--- src/rtl/arith_enc_pkg.sv ---
// Shared constants, FSM state type and mask helper for the arithmetic-encoder
// renormalisation controller.
package arith_enc_pkg;

   localparam int unsigned WORD_W = 16;
   localparam int unsigned ACC_W  = 2 * WORD_W;
   localparam int unsigned CNT_W  = 5;
   localparam int unsigned FILL_W = $clog2(ACC_W + 1);

   localparam logic [FILL_W-1:0] WORD_FILL = FILL_W'(WORD_W);
   localparam logic [FILL_W-1:0] ROOM_FILL = FILL_W'(ACC_W - WORD_W);
   localparam logic [CNT_W-1:0]  WORD_CNT  = CNT_W'(WORD_W);

   typedef enum logic [1:0] {IDLE, ISSUE, CAPTURE, FLUSH} seq_state_t;

   // Left-justified mask with `count` ones; counts above WORD_W saturate.
   function automatic logic [WORD_W-1:0] count_to_mask(input logic [CNT_W-1:0] count);
      logic [WORD_W-1:0] ones;
      ones = '1;
      if (count >= WORD_CNT) return ones;
      return ~(ones >> count);
   endfunction

endpackage

--- src/rtl/bit_packer.sv ---
// MSB-first bit accumulator: appends variable-length bit groups and emits
// fixed-width words over a valid/ready handshake, with end-of-stream flush.
module bit_packer
   import arith_enc_pkg::*;
(
   input  logic              clk,
   input  logic              rst,
   input  logic              app_en,
   input  logic [WORD_W-1:0] app_data,
   input  logic [CNT_W-1:0]  app_count,
   input  logic              flush,
   output logic [FILL_W-1:0] fill,
   output logic              m_valid,
   input  logic              m_ready,
   output logic [WORD_W-1:0] m_data,
   output logic              m_last
);

   logic [ACC_W-1:0]  acc_q, acc_d, acc_shift;
   logic [FILL_W-1:0] fill_q, fill_d, fill_shift;
   logic              emit;

   assign fill    = fill_q;
   assign m_data  = acc_q[ACC_W-1 -: WORD_W];
   // In flush there is always a word to send, even an all-zero one.
   assign m_valid = (fill_q >= WORD_FILL) | flush;
   assign m_last  = flush & (fill_q <= WORD_FILL);
   assign emit    = m_valid & m_ready;

   // Emit shifts first; a same-cycle append lands at the post-shift fill.
   always_comb begin
      acc_shift  = acc_q;
      fill_shift = fill_q;
      if (emit) begin
         acc_shift  = acc_q << WORD_W;
         fill_shift = (fill_q >= WORD_FILL) ? (fill_q - WORD_FILL) : '0;
      end
      acc_d  = acc_shift;
      fill_d = fill_shift;
      if (app_en) begin
         acc_d  = acc_shift | ({app_data, {WORD_W{1'b0}}} >> fill_shift);
         fill_d = fill_shift + FILL_W'(app_count);
      end
   end

   always_ff @(posedge clk or negedge rst) begin
      if (!rst) begin
         acc_q  <= '0;
         fill_q <= '0;
      end else begin
         acc_q  <= acc_d;
         fill_q <= fill_d;
      end
   end

endmodule

--- src/rtl/out_bits_sequencer.sv ---
// Sequencer around the out_bits renormalisation stage: issue bounds, capture results,
// pack emitted bits. Define OUT_BITS_SEQ_STATS_EN to add the stat_* counter ports.
module out_bits_sequencer
   import arith_enc_pkg::*;
(
   input  logic              clk,
   input  logic              rst,
   input  logic              s_valid,
   output logic              s_ready,
   input  logic [WORD_W-1:0] s_upper,
   input  logic [WORD_W-1:0] s_lower,
   input  logic              s_last,
   output logic [WORD_W-1:0] ob_upper,
   output logic [WORD_W-1:0] ob_lower,
   input  logic [WORD_W-1:0] ob_new_upper,
   input  logic [WORD_W-1:0] ob_new_lower,
   input  logic [WORD_W-1:0] ob_bits,
   input  logic [WORD_W-1:0] ob_mask,
   input  logic [CNT_W-1:0]  ob_count,
   output logic              r_valid,
   output logic [WORD_W-1:0] r_upper,
   output logic [WORD_W-1:0] r_lower,
   output logic              m_valid,
   input  logic              m_ready,
   output logic [WORD_W-1:0] m_data,
   output logic              m_last
`ifdef OUT_BITS_SEQ_STATS_EN
   ,
   output logic [31:0]       stat_bits,
   output logic [31:0]       stat_stall,
   output logic              stat_mask_err
`endif
);

   seq_state_t        state_q, state_d;
   logic              last_q;
   logic              accept, capture, flush, m_take;
   logic [CNT_W-1:0]  cnt_sat;
   logic [FILL_W-1:0] fill;

   assign cnt_sat = (ob_count > WORD_CNT) ? WORD_CNT : ob_count;
   assign capture = (state_q == CAPTURE);
   assign flush   = (state_q == FLUSH);
   // Gated by rst so the request side stays closed while reset is held.
   assign s_ready = rst & (state_q == IDLE) & (fill <= ROOM_FILL);
   assign accept  = s_valid & s_ready;
   assign m_take  = m_valid & m_ready;

   always_comb begin
      state_d = state_q;
      case (state_q)
         IDLE:    if (accept) state_d = ISSUE;
         ISSUE:   state_d = CAPTURE;
         CAPTURE: state_d = last_q ? FLUSH : IDLE;
         FLUSH:   if (m_take && m_last) state_d = IDLE;
         default: state_d = IDLE;
      endcase
   end

   always_ff @(posedge clk or negedge rst) begin
      if (!rst) begin
         state_q  <= IDLE;
         last_q   <= 1'b0;
         ob_upper <= '0;
         ob_lower <= '0;
         r_valid  <= 1'b0;
         r_upper  <= '0;
         r_lower  <= '0;
      end else begin
         state_q <= state_d;
         r_valid <= capture;
         if (accept) begin
            ob_upper <= s_upper;
            ob_lower <= s_lower;
            last_q   <= s_last;
         end
         if (capture) begin
            r_upper <= ob_new_upper;
            r_lower <= ob_new_lower;
         end
      end
   end

   bit_packer u_bit_packer (
      .clk       (clk),
      .rst       (rst),
      .app_en    (capture),
      .app_data  (ob_bits & ob_mask),
      .app_count (cnt_sat),
      .flush     (flush),
      .fill      (fill),
      .m_valid   (m_valid),
      .m_ready   (m_ready),
      .m_data    (m_data),
      .m_last    (m_last)
   );

`ifdef OUT_BITS_SEQ_STATS_EN
   always_ff @(posedge clk or negedge rst) begin
      if (!rst) begin
         stat_bits     <= '0;
         stat_stall    <= '0;
         stat_mask_err <= 1'b0;
      end else begin
         if (capture) begin
            stat_bits <= stat_bits + 32'(cnt_sat);
            if (ob_mask != count_to_mask(cnt_sat)) stat_mask_err <= 1'b1;
         end
         if (m_valid && !m_ready) stat_stall <= stat_stall + 32'd1;
      end
   end
`endif

endmodule

--- config.mk ---
export PLATFORM = sky130hd
export DESIGN_NAME = out_bits_sequencer
export DESIGN_NICKNAME = d
export VERILOG_FILES = /design/src/rtl/arith_enc_pkg.sv /design/src/rtl/bit_packer.sv /design/src/rtl/out_bits_sequencer.sv
export SDC_FILE = /design/constraint.sdc
export NUM_CORES = 1
export LEC_CHECK = 0
export ABC_CLOCK_PERIOD_IN_PS = 2700
export CELL_PAD_IN_SITES_DETAIL_PLACEMENT = 1
export CELL_PAD_IN_SITES_GLOBAL_PLACEMENT = 1
export CORE_MARGIN = 1
export CORE_UTILIZATION = 32
export DETAILED_ROUTE_END_ITERATION = 16
export GPL_TIMING_DRIVEN = 0
export HOLD_SLACK_MARGIN = 0.06
export PLACE_DENSITY_LB_ADDON = 0.3
export SETUP_SLACK_MARGIN = 0.05
export SLEW_MARGIN = 5
export SYNTH_ARGS = -nofsm -noshare
export SYNTH_HDL_FRONTEND = slang
export SYNTH_SLANG_ARGS = --single-unit
--- constraint.sdc ---
create_clock -name clk -period 2.7 [get_ports clk]
set_input_delay 0.27 -clock clk [delete_from_list [all_inputs] [get_ports clk]]
set_output_delay 0.27 -clock clk [all_outputs]
set_load 0.03 [all_outputs]
==> flow_summary_export.csv, run 1 <==
group,metric,value,unit
worst_setup_path,crit_chain,"buf_2 -> buf_1 -> o21ai_0 -> a22oi_1 -> mux2i_1 -> a211oi_1 -> o31ai_1",
pwr,p_seq_share,24.1,%
placed_design,dp_hpwl,17300,um
grt,overflow,0,
floorplan,die_h,140,um
route,vias_per_cell,5.49,
worst_setup_path,end_kind,"flip-flop",
placed_design,io_buffers,189,
grt,globalRouteMet1Util,31.1,%
run_status,status,"completed",
finish,antenna_cells,1,
floorplan,num_io_pins,190,
finish,drive_gt1_share,14.6,%
placed_design,place_inst,1100,
synthesis,ys_ff,106,
finish,fillers,2154,
synthesis,synth_top_flop_cell,"dfrtp_1",
worst_setup_path,rr_startpoint,"u_bit_packer.fill[5]$_DFF_PN0_",
synthesis,async_flop_share,100,%
worst_setup_path,timing_worst_setup_path_type,"reg -> reg",
grt,grt_busiest_layer,"met2",
pwr,p_int,6.09,mW
finish,finalNonFillerCells,1128,
worst_setup_path,worst-path-buf-inv,2,
clock_tree,cts_setup_buffers,4,
timing,worstMarginPinSlew,0.757,ns
finish,inverters_excl_clock,9,
clock_tree,cts_sinks,106,
worst_setup_path,critical-path-max-stage-delay,0.50,ns
clock_tree,clock_path_buffers,2,
floorplan,die_x,140,um
min_path,min_path_type,"in -> async",
finish,final_cell_mix,"clkdlybuf4s50_1 (185), nand2_1 (150), dfrtp_1 (106)",
route,wl_met1,9660,um
finish,signal_buffers,262,
finish,largest_reg_flops,32,
grt,grt_first_pass_wirelength,36100,um
worst_setup_path,cp_max_fo,10,
synthesis,synthCells,676,
timing,grt_setup_unrepaired,"true",
finish,regMostFlops,"u_bit_packer.acc_q",
pwr,ir_drop,0.000670,V
pwr,maxPowerGroup,"combinational cells",
synthesis,synthDistinctLibCells,73,
synthesis,edf_count,0,
finish,fin_nets,997,
pwr,pg_seq,2.81,mW
route,ant_nets,0,
finish,seq_cell_count,106,
timing,fin_crit_sh,95.7,%
floorplan,tapCellCount,234,
synthesis,yosys_area,6100,um2
synthesis,ys_seq_share,43.5,%
finish,clkCellAreaFrac,3.42,%
synthesis,avgSynthCellArea,9.03,um2
pwr,comb_power,7.46,mW
placed_design,placedInstanceArea,8320,um2
worst_setup_path,crit_start,"u_bit_packer.fill[5]$_DFF_PN0_",
pwr,pwr_density_cell,1310,nW/um2
pwr,power.switching,5.59,mW
timing,final_hold_viol_count,0,
finish,ff_latch_area,2650,um2
finish,syn_to_final_growth,45.6,%
job,log.warning_count,28,
worst_setup_path,r2r_slack,0.12,ns
clock_tree,ctsHoldBuffers,1,
synthesis,post-synth-top-area-cell,"dfrtp_1",
synthesis,top_cells_by_area,"dfrtp_1 (43%), nand2_1 (9.4%), mux2_4 (7.1%), o21ai_0 (3.0%), nor2_1 (2.8%)",
worst_setup_path,rr_endpoint,"u_bit_packer.acc_q[4]$_DFF_PN0_",
worst_setup_path,slowest_stage,"buf_1",
route,routed.top_layer,"met4",
grt,met3_usage,5.30,%
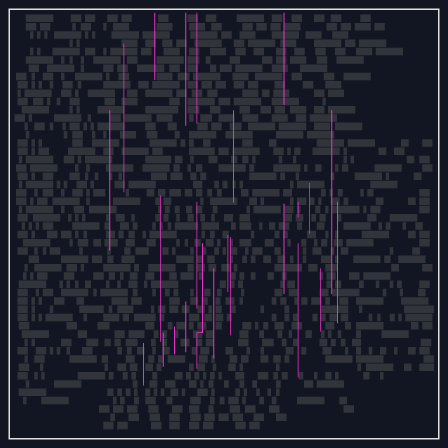
Figure 1: run 1, met4 routing.
main direction: vertical
longest straight run: 59.8 um
nets with wire on the layer: 22
share of all routed wire: 3.1%
wire length on this layer: 716 um

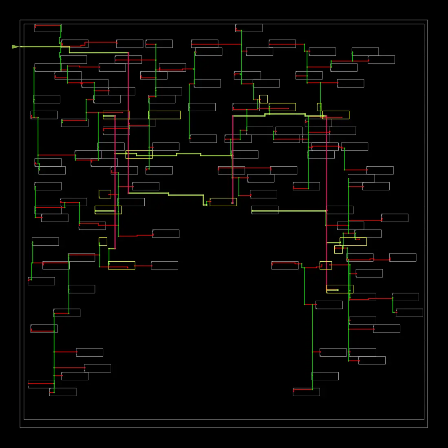
Figure 2: run 1, the clock network.
Clock buffer cells: 10
Worst Skew: 0.0111 ns

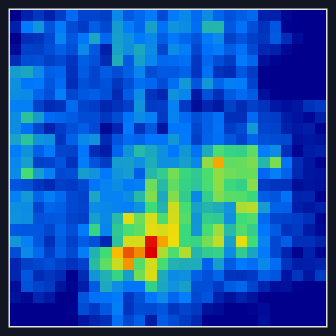
Figure 3: run 1, wire density map.
The die is cut into 28 by 28 equal tiles; dark blue is low, red is high, scaled to the fullest tile. Values are wire area over tile area, all layers added.
densest ninth of the die: bottom centre
tiles over half the peak: 8.9%
emptiest ninth of the die: upper right
GRT Overall Usage: 23.9%
drt wl/cell: 20.4 um
via count: 6,191
Routed WL: 23,000 um

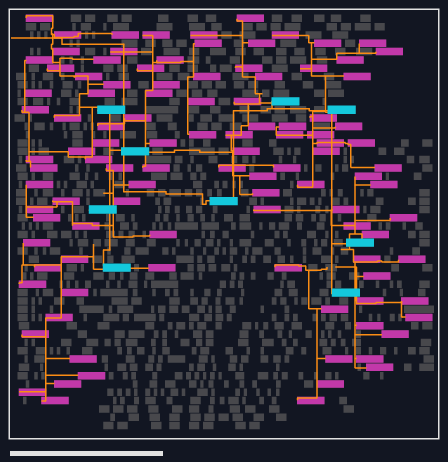
Figure 4: run 1, clock network drawn from the DEF.
Scale bar: 50 um.
[clock drivers] cyan | count: 9
[clock wires] orange | length: 1,560 um
[flip-flops] magenta | count: 106
routed clock nets: 10
Clock group: 1.40 mW
Late-Pin Clk Latency: 0.36 ns
power share of the clock group: 12.0%

Figure 5. Cell classes on the final placement (run 1).
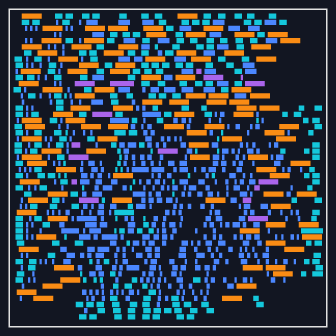

==> run 1 -> run 2 <==
--- a/config.mk
+++ b/config.mk
@@ -14,6 +14,7 @@
 export GPL_TIMING_DRIVEN = 0
 export HOLD_SLACK_MARGIN = 0.06
 export PLACE_DENSITY_LB_ADDON = 0.3
+export REMOVE_ABC_BUFFERS = 1
 export SETUP_SLACK_MARGIN = 0.05
 export SLEW_MARGIN = 5
 export SYNTH_ARGS = -nofsm -noshare
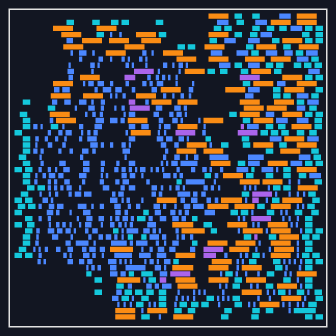
Figure 6: run 2, cell classes on the final placement.
| class | colour | cells |
|---|---|---|
| combinational and other logic | blue | 512 |
| flops | orange | 106 |
| other buffers and delay cells | cyan | 206 |
| clock drivers and dummy loads | purple | 16 |
fin util: 46.1%
core region area: 18,700 um2
row cnt: 50

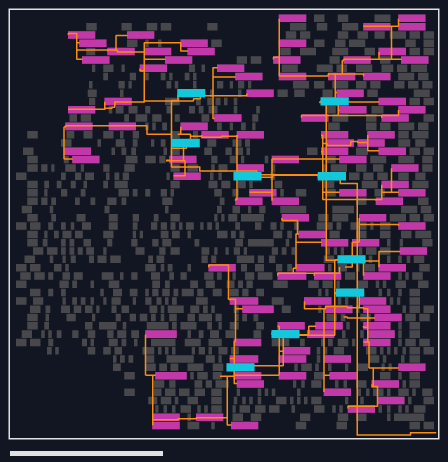
Figure 7: run 2, clock network drawn from the DEF.
Scale bar: 50 um.
Late-Pin Clk Latency: 0.35 ns
Worst Skew: 0.00895 ns
Clock group: 1.29 mW
power share of the clock group: 11.4%

==> run 2 against run 1 <==
Via count shrank 3.0%. Cell count down 4.8%. Worst hold slack got worse by 0.044 ns. Core utilization down 1.4 points. Global-route usage shrank 0.32 points. Maximum frequency down 0.86%. Sequential cell count stayed put. Setup slack got worse by 0.022 ns. Clock power fell by 8%. Register-to-register slack worse by 0.02 ns. Die size unchanged. Critical path type unchanged.
==> flow_summary_export.csv, run 2 <==
group,metric,value,unit
route,vias_per_cell,5.59,
floorplan,num_io_pins,190,
clock_tree,cts_setup_buffers,9,
synthesis,edf_count,0,
pwr,pwr_density_cell,1320,nW/um2
timing,final_hold_viol_count,0,
worst_setup_path,critical-path-max-stage-delay,0.53,ns
route,wl_met1,10100,um
worst_setup_path,cp_max_fo,14,
pwr,p_seq_share,27.5,%
worst_setup_path,rr_endpoint,"u_bit_packer.acc_q[16]$_DFF_PN0_",
placed_design,io_buffers,189,
pwr,p_int,5.81,mW
worst_setup_path,end_kind,"flip-flop",
worst_setup_path,slowest_stage,"o21ai_2",
timing,fin_crit_sh,96.5,%
run_status,status,"completed",
pwr,pg_seq,3.12,mW
route,routed.top_layer,"met4",
grt,grt_first_pass_wirelength,36000,um
finish,largest_reg_flops,32,
clock_tree,ctsHoldBuffers,1,
synthesis,synthDistinctLibCells,73,
finish,regMostFlops,"u_bit_packer.acc_q",
floorplan,die_x,140,um
synthesis,avgSynthCellArea,9.03,um2
finish,final_cell_mix,"clkdlybuf4s50_1 (185), nand2_1 (149), dfrtp_1 (99)",
pwr,maxPowerGroup,"combinational cells",
grt,overflow,0,
synthesis,async_flop_share,100,%
finish,finalNonFillerCells,1074,
synthesis,top_cell,"nand2_1",
finish,ff_latch_area,2670,um2
finish,inverters_excl_clock,11,
synthesis,ys_seq_share,43.5,%
worst_setup_path,timing_worst_setup_path_type,"reg -> reg",
grt,grt_busiest_layer,"met2",
placed_design,placedInstanceArea,7990,um2
floorplan,die_h,140,um
finish,syn_to_final_growth,41.2,%
finish,clkCellAreaFrac,3.38,%
grt,met3_usage,4.62,%
synthesis,top_cells_by_area,"dfrtp_1 (43%), nand2_1 (9.4%), mux2_4 (7.1%), o21ai_0 (3.0%), nor2_1 (2.8%)",
min_path,min_path_type,"in -> async",
timing,setup_violations,0,
finish,signal_buffers,206,
route,drc,0,
worst_setup_path,crit_start,"state_q[1]$_DFFE_PN0P_",
clock_tree,clock_path_buffers,2,
placed_design,dp_hpwl,15900,um
timing,worstMarginPinSlew,0.987,ns
pwr,power.switching,5.54,mW
worst_setup_path,worst-path-buf-inv,1,
finish,fillers,2096,
worst_setup_path,rr_startpoint,"state_q[1]$_DFFE_PN0P_",
pwr,ir_drop,0.000359,V
clock_tree,cts_sinks,106,
pwr,comb_power,6.94,mW
job,log.warning_count,26,
pwr,combPwrFrac,61.2,%
synthesis,top_area_share,43.5,%
finish,antenna_cells,0,
synthesis,post-synth-top-area-cell,"dfrtp_1",
synthesis,synthCells,676,
finish,fin_nets,944,
synthesis,ys_ff,106,
synthesis,yosys_area,6100,um2
worst_setup_path,crit_chain,"nand4b_4 -> buf_4 -> o21ai_2 -> o21ai_0 -> o32a_1 -> mux2_2 -> o22ai_1",
worst_setup_path,r2r_slack,0.09,ns
route,ant_nets,0,
placed_design,place_inst,1039,
finish,seq_cell_count,106,
route,wirelength,23100,um
finish,clkbuf_count,10,
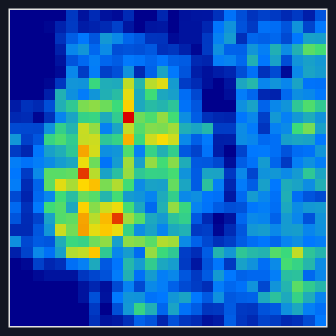
Figure 8: run 2, wire density map.
The die is cut into 28 by 28 equal tiles; dark blue is low, red is high, scaled to the fullest tile. Values are wire area over tile area, all layers added.
drt wl/cell: 21.5 um
via count: 6,004
GRT Overall Usage: 23.6%

Figure 9. Met4 routing (run 2).
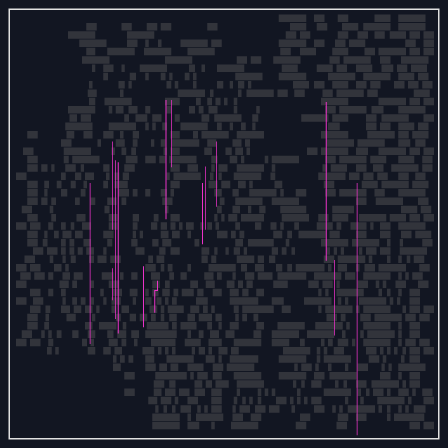

==> run 2 -> run 3 <==
--- a/config.mk
+++ b/config.mk
@@ -5,11 +5,11 @@
 export SDC_FILE = /design/constraint.sdc
 export NUM_CORES = 1
 export LEC_CHECK = 0
-export ABC_CLOCK_PERIOD_IN_PS = 2700
+export ABC_CLOCK_PERIOD_IN_PS = 3350
 export CELL_PAD_IN_SITES_DETAIL_PLACEMENT = 1
 export CELL_PAD_IN_SITES_GLOBAL_PLACEMENT = 1
 export CORE_MARGIN = 1
-export CORE_UTILIZATION = 32
+export CORE_UTILIZATION = 38
 export DETAILED_ROUTE_END_ITERATION = 16
 export GPL_TIMING_DRIVEN = 0
 export HOLD_SLACK_MARGIN = 0.06
==> constraint.sdc (replaced) <==
create_clock -name clk -period 3.35 [get_ports clk]
set_input_delay 0.335 -clock clk [delete_from_list [all_inputs] [get_ports clk]]
set_output_delay 0.335 -clock clk [all_outputs]
set_load 0.03 [all_outputs]
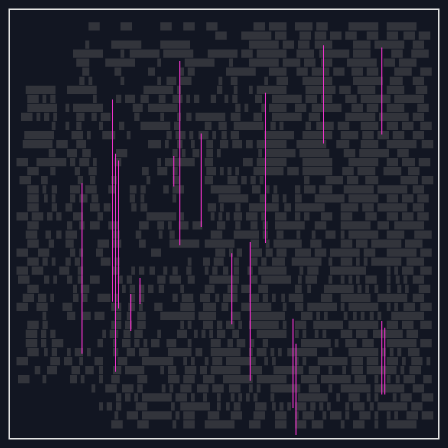
Figure 10: run 3, met4 routing.
via count: 5,902
Routed WL: 22,800 um

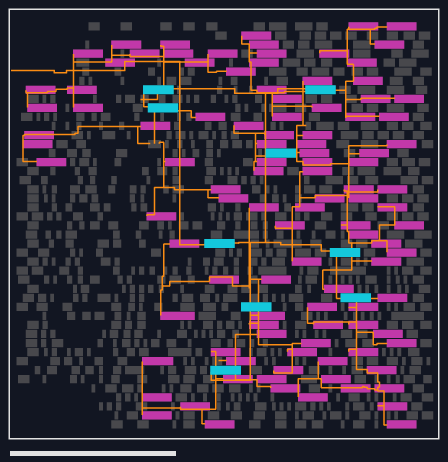
Figure 11: run 3, clock network drawn from the DEF.
Scale bar: 50 um.
[flip-flops] magenta | count: 106
[clock wires] orange | length: 1,380 um
[clock drivers] cyan | count: 9
routed clock nets: 10

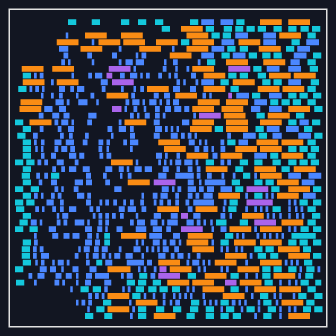
Figure 12: run 3, cell classes on the final placement.
| class | colour | cells |
|---|---|---|
| other buffers and delay cells | cyan | 194 |
| flops | orange | 106 |
| clock drivers and dummy loads | purple | 16 |
| combinational and other logic | blue | 510 |
fin area: 8370 um2
fin util: 54.2%

==> run 3 against run 2 <==
Cell count shrank 3.4%. Global-route usage grew 4.3 points. Core utilization grew 8.2 points. Clock skew shrank 0.0014 ns. Largest cell class unchanged. Highest routed layer unchanged.
==> flow_summary_export.csv, run 3 <==
group,metric,value,unit
worst_setup_path,end_kind,"flip-flop",
worst_setup_path,startpoint_type,"flip-flop",
synthesis,synth_top_flop_cell,"dfrtp_1",
clock_tree,htree_levels,3,
clock_tree,clock.latency.late_pin,0.35,ns
synthesis,edf_count,0,
synthesis,ys_top_cells_by_count,"nand2_1 (152), dfrtp_1 (106), nor2_1 (46)",
worst_setup_path,crit_chain,"inv_1 -> nand2_4 -> nand2_1 -> inv_1 -> ha_1 -> o2111ai_1 -> a221oi_1 -> a311oi_2 -> a21oi_1 -> a211o_1 -> xnor2_1",
synthesis,ys_seq_share,43.5,%
worst_setup_path,r2r_slack,0.25,ns
worst_setup_path,critical-path-max-stage-delay,0.63,ns
job,log.warning_count,25,
worst_setup_path,rr_endpoint,"u_bit_packer.fill[5]$_DFF_PN0_",
finish,finalNonFillerCells,1038,
synthesis,yosys_area,6100,um2
worst_setup_path,rr_startpoint,"u_bit_packer.fill[5]$_DFF_PN0_",
placed_design,dp_hpwl,16500,um
timing,grt_setup_unrepaired,"false",
worst_setup_path,slowest_stage,"dfrtp_4",
min_path,min_path_type,"reg -> reg",
synthesis,top_cell,"nand2_1",
timing,worstMarginPinSlew,1.20,ns
timing,setup_violations,0,
timing,finClkSkew,0.00756,ns
finish,signal_buffers,194,
worst_setup_path,timing_worst_setup_path_type,"reg -> reg",
synthesis,async_flop_share,100,%
timing,final_hold_viol_count,0,
floorplan,num_io_pins,190,
synthesis,top_cells_by_area,"dfrtp_1 (43%), nand2_1 (9.4%), mux2_4 (7.1%), o21ai_0 (3.0%), nor2_1 (2.8%)",
pwr,p_seq_share,28.9,%
grt,grt_first_pass_wirelength,34900,um
finish,inverters_excl_clock,10,
finish,final_cell_mix,"clkdlybuf4s50_1 (186), nand2_1 (151), dfrtp_1 (103)",
pwr,combPwrFrac,58.7,%
synthesis,post-synth-top-area-cell,"dfrtp_1",
synthesis,synthDistinctLibCells,73,
floorplan,tapCellCount,211,
synthesis,ys_ff,106,
route,drc,0,
finish,clkCellAreaFrac,3.71,%
finish,antenna_cells,1,
finish,fillers,1801,
clock_tree,cts_sinks,106,
grt,met3_usage,6.53,%
floorplan,coreArea,15400,um2
grt,overflow,0,
placed_design,placedInstanceArea,7960,um2
finish,clkbuf_count,10,
grt,globalRouteMet1Util,33.7,%
pwr,pwr_density_cell,1080,nW/um2
worst_setup_path,crit_start,"u_bit_packer.fill[5]$_DFF_PN0_",
route,drt-wirelength-per-cell,22.0,um
floorplan,rows,45,
grt,grt_usage,27.9,%
pwr,pg_seq,2.61,mW
finish,regMostFlops,"u_bit_packer.acc_q",
placed_design,io_buffers,189,
pwr,power.switching,4.38,mW
clock_tree,ctsHoldBuffers,1,
run_status,status,"completed",
placed_design,place_inst,1016,
finish,drive_gt1_share,9.81,%
floorplan,die_h,129,um
timing,fin_crit_sh,92.6,%
clock_tree,cts_setup_buffers,0,
pwr,ir_drop,0.000349,V
route,routed.top_layer,"met4",
finish,fin_nets,930,
worst_setup_path,worst-path-buf-inv,2,
Power and IR drop assume default switching activity.
